### Clock nets

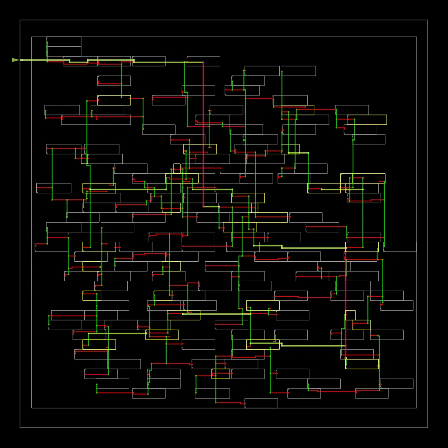
### Ports around the boundary

Pins as bars across the die edge, other pins in gray.
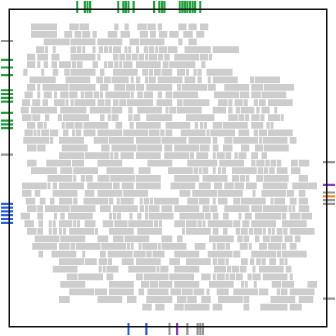
### Clock network drawn from the DEF

The bar under the picture is 20 µm long.
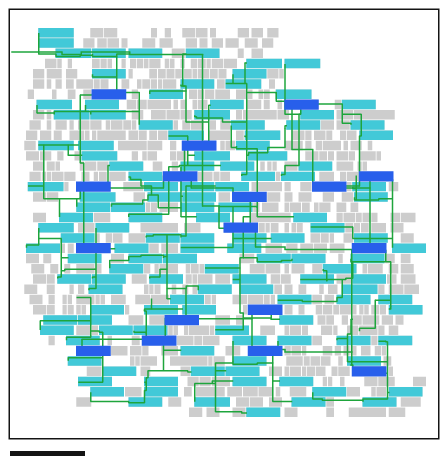
### Routed metal, one color a layer

The bar under the picture is 20 µm long.
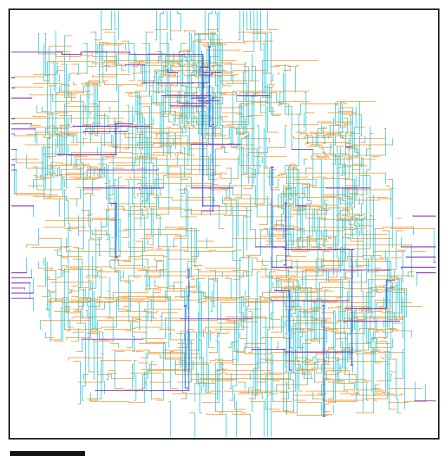
`config.mk`:
```
export PLATFORM = sky130hd
export DESIGN_NAME = tests_stall_scheduler
export DESIGN_NICKNAME = d
export VERILOG_FILES = /design/src/rtl/tests_stall_scheduler.sv
export SDC_FILE = /design/constraint.sdc
export NUM_CORES = 1
export LEC_CHECK = 0
export CAP_MARGIN = 10
export CORE_MARGIN = 3
export CORE_UTILIZATION = 52
export DETAILED_ROUTE_END_ITERATION = 8
export GPL_ROUTABILITY_DRIVEN = 0
export GPL_TIMING_DRIVEN = 0
export HOLD_SLACK_MARGIN = 0.03
export PLACE_DENSITY = 0.79
export SLEW_MARGIN = 20
export SYNTH_ARGS = -nofsm -noshare
export SYNTH_HDL_FRONTEND = slang
export SYNTH_SLANG_ARGS = --single-unit
```
`constraint.sdc`:
```
create_clock -name clk -period 2.19 [get_ports clk]
set_input_delay 0.438 -clock clk [delete_from_list [all_inputs] [get_ports clk]]
set_output_delay 0.438 -clock clk [all_outputs]
set_load 0.1 [all_outputs]
```
`src/rtl/tests_stall_scheduler.sv`:
```
// Stall injection scheduler for verification environments.
// It holds one stall FSM per pipeline port. All ports share a seeded Galois LFSR,
// so a given seed always yields the same stall pattern. A run-length cap bounds
// how long any port is held in stall, which guarantees forward progress.
module tests_stall_scheduler #(
    parameter int unsigned N_PORT    = 2,
    parameter logic [31:0] LFSR_SEED = 32'h0000_0001,
    parameter int unsigned MAX_RUN   = 8
) (
    input  logic              clk,
    input  logic              rst_n,
    input  logic [N_PORT-1:0] req_i,
    input  logic              cfg_valid_i,
    output logic              cfg_ready_o,
    input  logic [1:0]        cfg_port_i,
    input  logic              cfg_enable_i,
    input  logic [7:0]        cfg_pct_i,
    input  logic [3:0]        cfg_burst_i,
    output logic [N_PORT-1:0] stall_o,
    output logic [31:0]       stall_total_o
);

    typedef enum logic [1:0] {
        S_OFF   = 2'd0,
        S_RUN   = 2'd1,
        S_STALL = 2'd2,
        S_COOL  = 2'd3
    } state_e;

    localparam logic [31:0] LFSR_MASK = 32'h8020_0003;
    // A zero seed would lock the LFSR at zero, so it is promoted to 1.
    localparam logic [31:0] SEED_EFF  = (LFSR_SEED == 32'd0) ? 32'd1 : LFSR_SEED;
    localparam logic [5:0]  RC_MAX    = 6'(MAX_RUN);

    // ------------------------------------------------------------------
    // Config handshake: a write transfers on a rising clk edge when
    // cfg_valid_i && cfg_ready_o are both high. cfg_ready_o is low exactly
    // while the single pending slot is occupied. The master holds its fields
    // stable while valid is high and not yet accepted.
    // ------------------------------------------------------------------
    logic       pend_valid_q;
    logic [1:0] pend_port_q;
    logic       pend_en_q;
    logic [7:0] pend_pct_q;
    logic [3:0] pend_burst_q;
    logic       pend_busy;
    logic       pend_clear;
    logic [7:0] cfg_pct_clamped;

    logic [31:0] lfsr_q;
    logic [31:0] lfsr_d;

    logic [31:0] total_q;
    logic [32:0] total_sum;
    logic [31:0] total_d;
    logic [2:0]  stall_cnt;

    assign cfg_ready_o     = !pend_valid_q;
    assign cfg_pct_clamped = (cfg_pct_i > 8'd128) ? 8'd128 : cfg_pct_i;

    // The pending write stays while its target port is mid-burst; an out-of-range
    // index never matches a port, so that write simply drains.
    always_comb begin
        pend_busy = 1'b0;
        for (int p = 0; p < int'(N_PORT); p++) begin
            if ((pend_port_q == 2'(p)) && stall_o[p]) begin
                pend_busy = 1'b1;
            end
        end
    end

    assign pend_clear = pend_valid_q && !pend_busy;

    // Capture an accepted write into the pending slot; drop it once applied.
    always_ff @(posedge clk or negedge rst_n) begin
        if (!rst_n) begin
            pend_valid_q <= 1'b0;
            pend_port_q  <= 2'd0;
            pend_en_q    <= 1'b0;
            pend_pct_q   <= 8'd0;
            pend_burst_q <= 4'd0;
        end else if (cfg_valid_i && cfg_ready_o) begin
            pend_valid_q <= 1'b1;
            pend_port_q  <= cfg_port_i;
            pend_en_q    <= cfg_enable_i;
            pend_pct_q   <= cfg_pct_clamped;
            pend_burst_q <= cfg_burst_i;
        end else if (pend_clear) begin
            pend_valid_q <= 1'b0;
        end
    end

    // Galois LFSR step for x^32+x^22+x^2+x+1.
    always_comb begin
        lfsr_d = {1'b0, lfsr_q[31:1]};
        if (lfsr_q[0]) begin
            lfsr_d = lfsr_d ^ LFSR_MASK;
        end
    end

    // The LFSR advances every cycle regardless of port activity.
    always_ff @(posedge clk or negedge rst_n) begin
        if (!rst_n) begin
            lfsr_q <= SEED_EFF;
        end else begin
            lfsr_q <= lfsr_d;
        end
    end

    // ------------------------------------------------------------------
    // Per-port stall FSM
    // ------------------------------------------------------------------
    for (genvar p = 0; p < int'(N_PORT); p++) begin : g_port
        state_e     state_q;
        logic       stall_q;
        logic [4:0] bc_q;
        logic [5:0] rc_q;
        logic [7:0] pct_q;
        logic [3:0] burst_q;
        logic [6:0] draw;
        logic       hit;
        logic       apply;

        // Each port reads its own 7-bit slice, so draws are uniform in 0..127.
        assign draw  = lfsr_q[7*p +: 7];
        assign hit   = req_i[p] && ({1'b0, draw} < pct_q);
        assign apply = pend_valid_q && (pend_port_q == 2'(p)) && (state_q != S_STALL);

        // State step. A draw taken in the apply cycle still uses the old pct/burst.
        always_ff @(posedge clk or negedge rst_n) begin
            if (!rst_n) begin
                state_q <= S_OFF;
                stall_q <= 1'b0;
                bc_q    <= 5'd0;
                rc_q    <= 6'd0;
                pct_q   <= 8'd0;
                burst_q <= 4'd0;
            end else begin
                unique case (state_q)
                    S_OFF: begin
                        if (apply && pend_en_q) begin
                            state_q <= S_RUN;
                        end
                    end
                    S_RUN: begin
                        if (apply && !pend_en_q) begin
                            state_q <= S_OFF;
                        end else if (hit) begin
                            state_q <= S_STALL;
                            stall_q <= 1'b1;
                            bc_q    <= {1'b0, burst_q};
                            rc_q    <= 6'd1;
                        end
                    end
                    S_STALL: begin
                        // The run cap wins over the burst counter and cuts a long burst short.
                        if (rc_q == RC_MAX) begin
                            state_q <= S_COOL;
                            stall_q <= 1'b0;
                        end else if (bc_q == 5'd0) begin
                            state_q <= S_RUN;
                            stall_q <= 1'b0;
                        end else begin
                            bc_q <= bc_q - 5'd1;
                            rc_q <= rc_q + 6'd1;
                        end
                    end
                    S_COOL: begin
                        state_q <= (apply && !pend_en_q) ? S_OFF : S_RUN;
                    end
                    default: begin
                        state_q <= S_OFF;
                        stall_q <= 1'b0;
                    end
                endcase
                if (apply) begin
                    pct_q   <= pend_pct_q;
                    burst_q <= pend_burst_q;
                end
            end
        end

        assign stall_o[p] = stall_q;
    end

    // ------------------------------------------------------------------
    // Saturating stall statistics
    // ------------------------------------------------------------------
    always_comb begin
        stall_cnt = 3'd0;
        for (int p = 0; p < int'(N_PORT); p++) begin
            stall_cnt = stall_cnt + {2'b00, stall_o[p]};
        end
    end

    assign total_sum = {1'b0, total_q} + {30'd0, stall_cnt};
    assign total_d   = total_sum[32] ? 32'hFFFF_FFFF : total_sum[31:0];

    // Accumulate stalled (port, cycle) pairs.
    always_ff @(posedge clk or negedge rst_n) begin
        if (!rst_n) begin
            total_q <= 32'd0;
        end else begin
            total_q <= total_d;
        end
    end

    assign stall_total_o = total_q;

endmodule
```
==> flow_summary.json <==
{
  "run_status": "finished, final reports clean",
  "totalWireLength_mm": 13.5,
  "drtAntennaViolNets": 0,
  "ys_seq_frac": 0.550,
  "core-area_mm2": 0.0111,
  "ys.flops": 132,
  "logic_area_mm2": 0.00262,
  "worst_slew_pin_slew_ps": 976,
  "antennaDiodeCount": 0,
  "track_usage": 0.220,
  "grt_pass1_wl_mm": 22.2,
  "via_count": 4412,
  "die_w_um": 113,
  "synth_top_cell_by_area": "dfrtp_1",
  "critPathLaunchType": "flop",
  "r2r_end": "stall_total_o[31]",
  "ys_cells": 528,
  "p_per_area_mw_per_mm2": 1330,
  "htreeDepth": 4,
  "cts_resized": 47,
  "hp-class": "reg -> reg",
  "first_iter_violations": 397,
  "post_cts_buffers": 7,
  "swShare": 0.372,
  "synth-simple-area-share": 0.154,
  "slew_viol_final": 0,
  "grt.overflow.total": 0,
  "startpoint": "stall_total_o[13]",
  "worstPathRequired_ps": 1750,
  "fill_cells": 783,
  "ys_sh_mux": 0.0592,
  "critPathCapture": "stall_total_o[13]",
  "die_h_um": 113,
  "drv_cap": 0,
  "grt_pass1_vias": 4524,
  "ys_sh_adder": 0.0471,
  "ys_warn_count": 0,
  "comb-cell-share": 0.345,
  "die-area_mm2": 0.0129,
  "flop_cell": "dfrtp_1",
  "cts_max_path_buffers": 2,
  "crit_fanout": 6,
  "clk_pin_slew_ps": 50,
  "top_logic_kind": "simple AND/OR/NAND/NOR gates",
  "finalCritPeriodShare": 0.978,
  "clk_share": 0.0826,
  "xor_share": 0.0335,
  "seq_power_w": 0.00365,
  "vdd_ir_drop_max_v": 0.000850,
  "internal-power_w": 0.00634,
  "ios": 55,
  "slew_headroom": 0.352,
  "cts-root-buf": "clkbuf_16",
  "synth.cell_area_mm2": 0.00601,
  "p_comb_w": 0.00348,
  "vias_per_cell": 5.74,
  "crit_family": "buffers and inverters",
  "finalInstanceArea_mm2": 0.00759,
  "antenna_found_initial": 0,
  "power.share.sequential": 0.362,
  "synthCells": 528
}
-- 'Clock nets' (at the start) --
worst skew pair latency: 420 ps
cts bufs inserted: 17
# clk buffers: 25
Clock group: 0.00295 W
Flops: 132

-- 'Ports around the boundary' (at the start) --
- green: stall_total_o (pins 32; direction output; edge 21 top, 11 left)
- purple: cfg_port_i (pins 2; direction input; edge 1 right, 1 bottom)
- blue: cfg_pct_i (pins 8; direction input; edge 6 left, 2 bottom)
- orange: cfg_enable_i (pins 1; direction input; edge right)
- all pins by edge: 21 top, 19 left, 8 bottom, 7 right

-- 'Clock network drawn from the DEF' (at the start) --
- green: clock wires (length 1730 µm)
- cyan: flip-flops (count 132)
- blue: clock-net drivers (count 17)
- routed clock nets: 18
- flops lie: widely spread

-- 'Routed metal, one color a layer' (at the start) --
- blue: M4 (wire length 299 µm)
- purple: M3 (wire length 583 µm)
- orange: M1 (wire length 5920 µm)
- cyan: M2 (wire length 6660 µm)

metal layers:
layer,GRT usage,part of all wire,wire [µm]
met5,0,0,0
met4,0.0978,0.022,298
met3,0.0674,0.043,582
met2,0.341,0.49,6660
met1,0.287,0.44,5920
stage by stage:
step,hold WS [ps],util,power [W],TNS [ps],instances
after global placement,336,0.615,0.00685,-581070,722
after detailed placement,336,0.617,0.00702,-3470,723
after global routing,351,0.685,0.0106,-62.3,768
after CTS,350,0.679,0.0101,0,763
after floorplan,142,-,0.00612,0,528
final,349,0.685,0.0101,0,768
placed cells by master (no fill, tap or decap), types with 5 or more instances in the layout:
cell type        netlist  routed
clkbuf_8               0       8
xnor2_1                6       6
clkbuf_1               6       6
and3_1                 9       9
nor2b_1                7       6
dlygate4sd2_1          0      19
nand2_1               53      52
nor2_1                20      19
a21oi_1               21      21
dfrtp_1              131     109
ha_1                  21      20
mux2_2                28      28
o21a_1                 7       7
o21ai_0               26      26
xor2_1                17      17
dfrtp_2                0      21
nand2b_1              13      13
clkdlybuf4s50_1        0      18
buf_4                  3      17
a31oi_1               10      10
inv_1                 29      26
clkbuf_2               1       5
nand3_1               17      16
clkdlybuf4s15_1        0       9
clkbuf_16              0      17
nand4_1               10      10
how the worst min path moves through the flow:
| stage | depth (start not counted) | end | startpoint |
|---|---|---|---|
| after global routing | 0 | lfsr_q[28] | lfsr_q[29] |
| after detailed placement | 0 | lfsr_q[26] | lfsr_q[27] |
| after floorplan | 0 | g_port[0].bc_q[0] | rst_n |
| after global placement | 0 | lfsr_q[16] | lfsr_q[17] |
| after CTS | 0 | lfsr_q[28] | lfsr_q[29] |
| final | 0 | lfsr_q[28] | lfsr_q[29] |
Power is estimated from default activity; no workload was simulated.
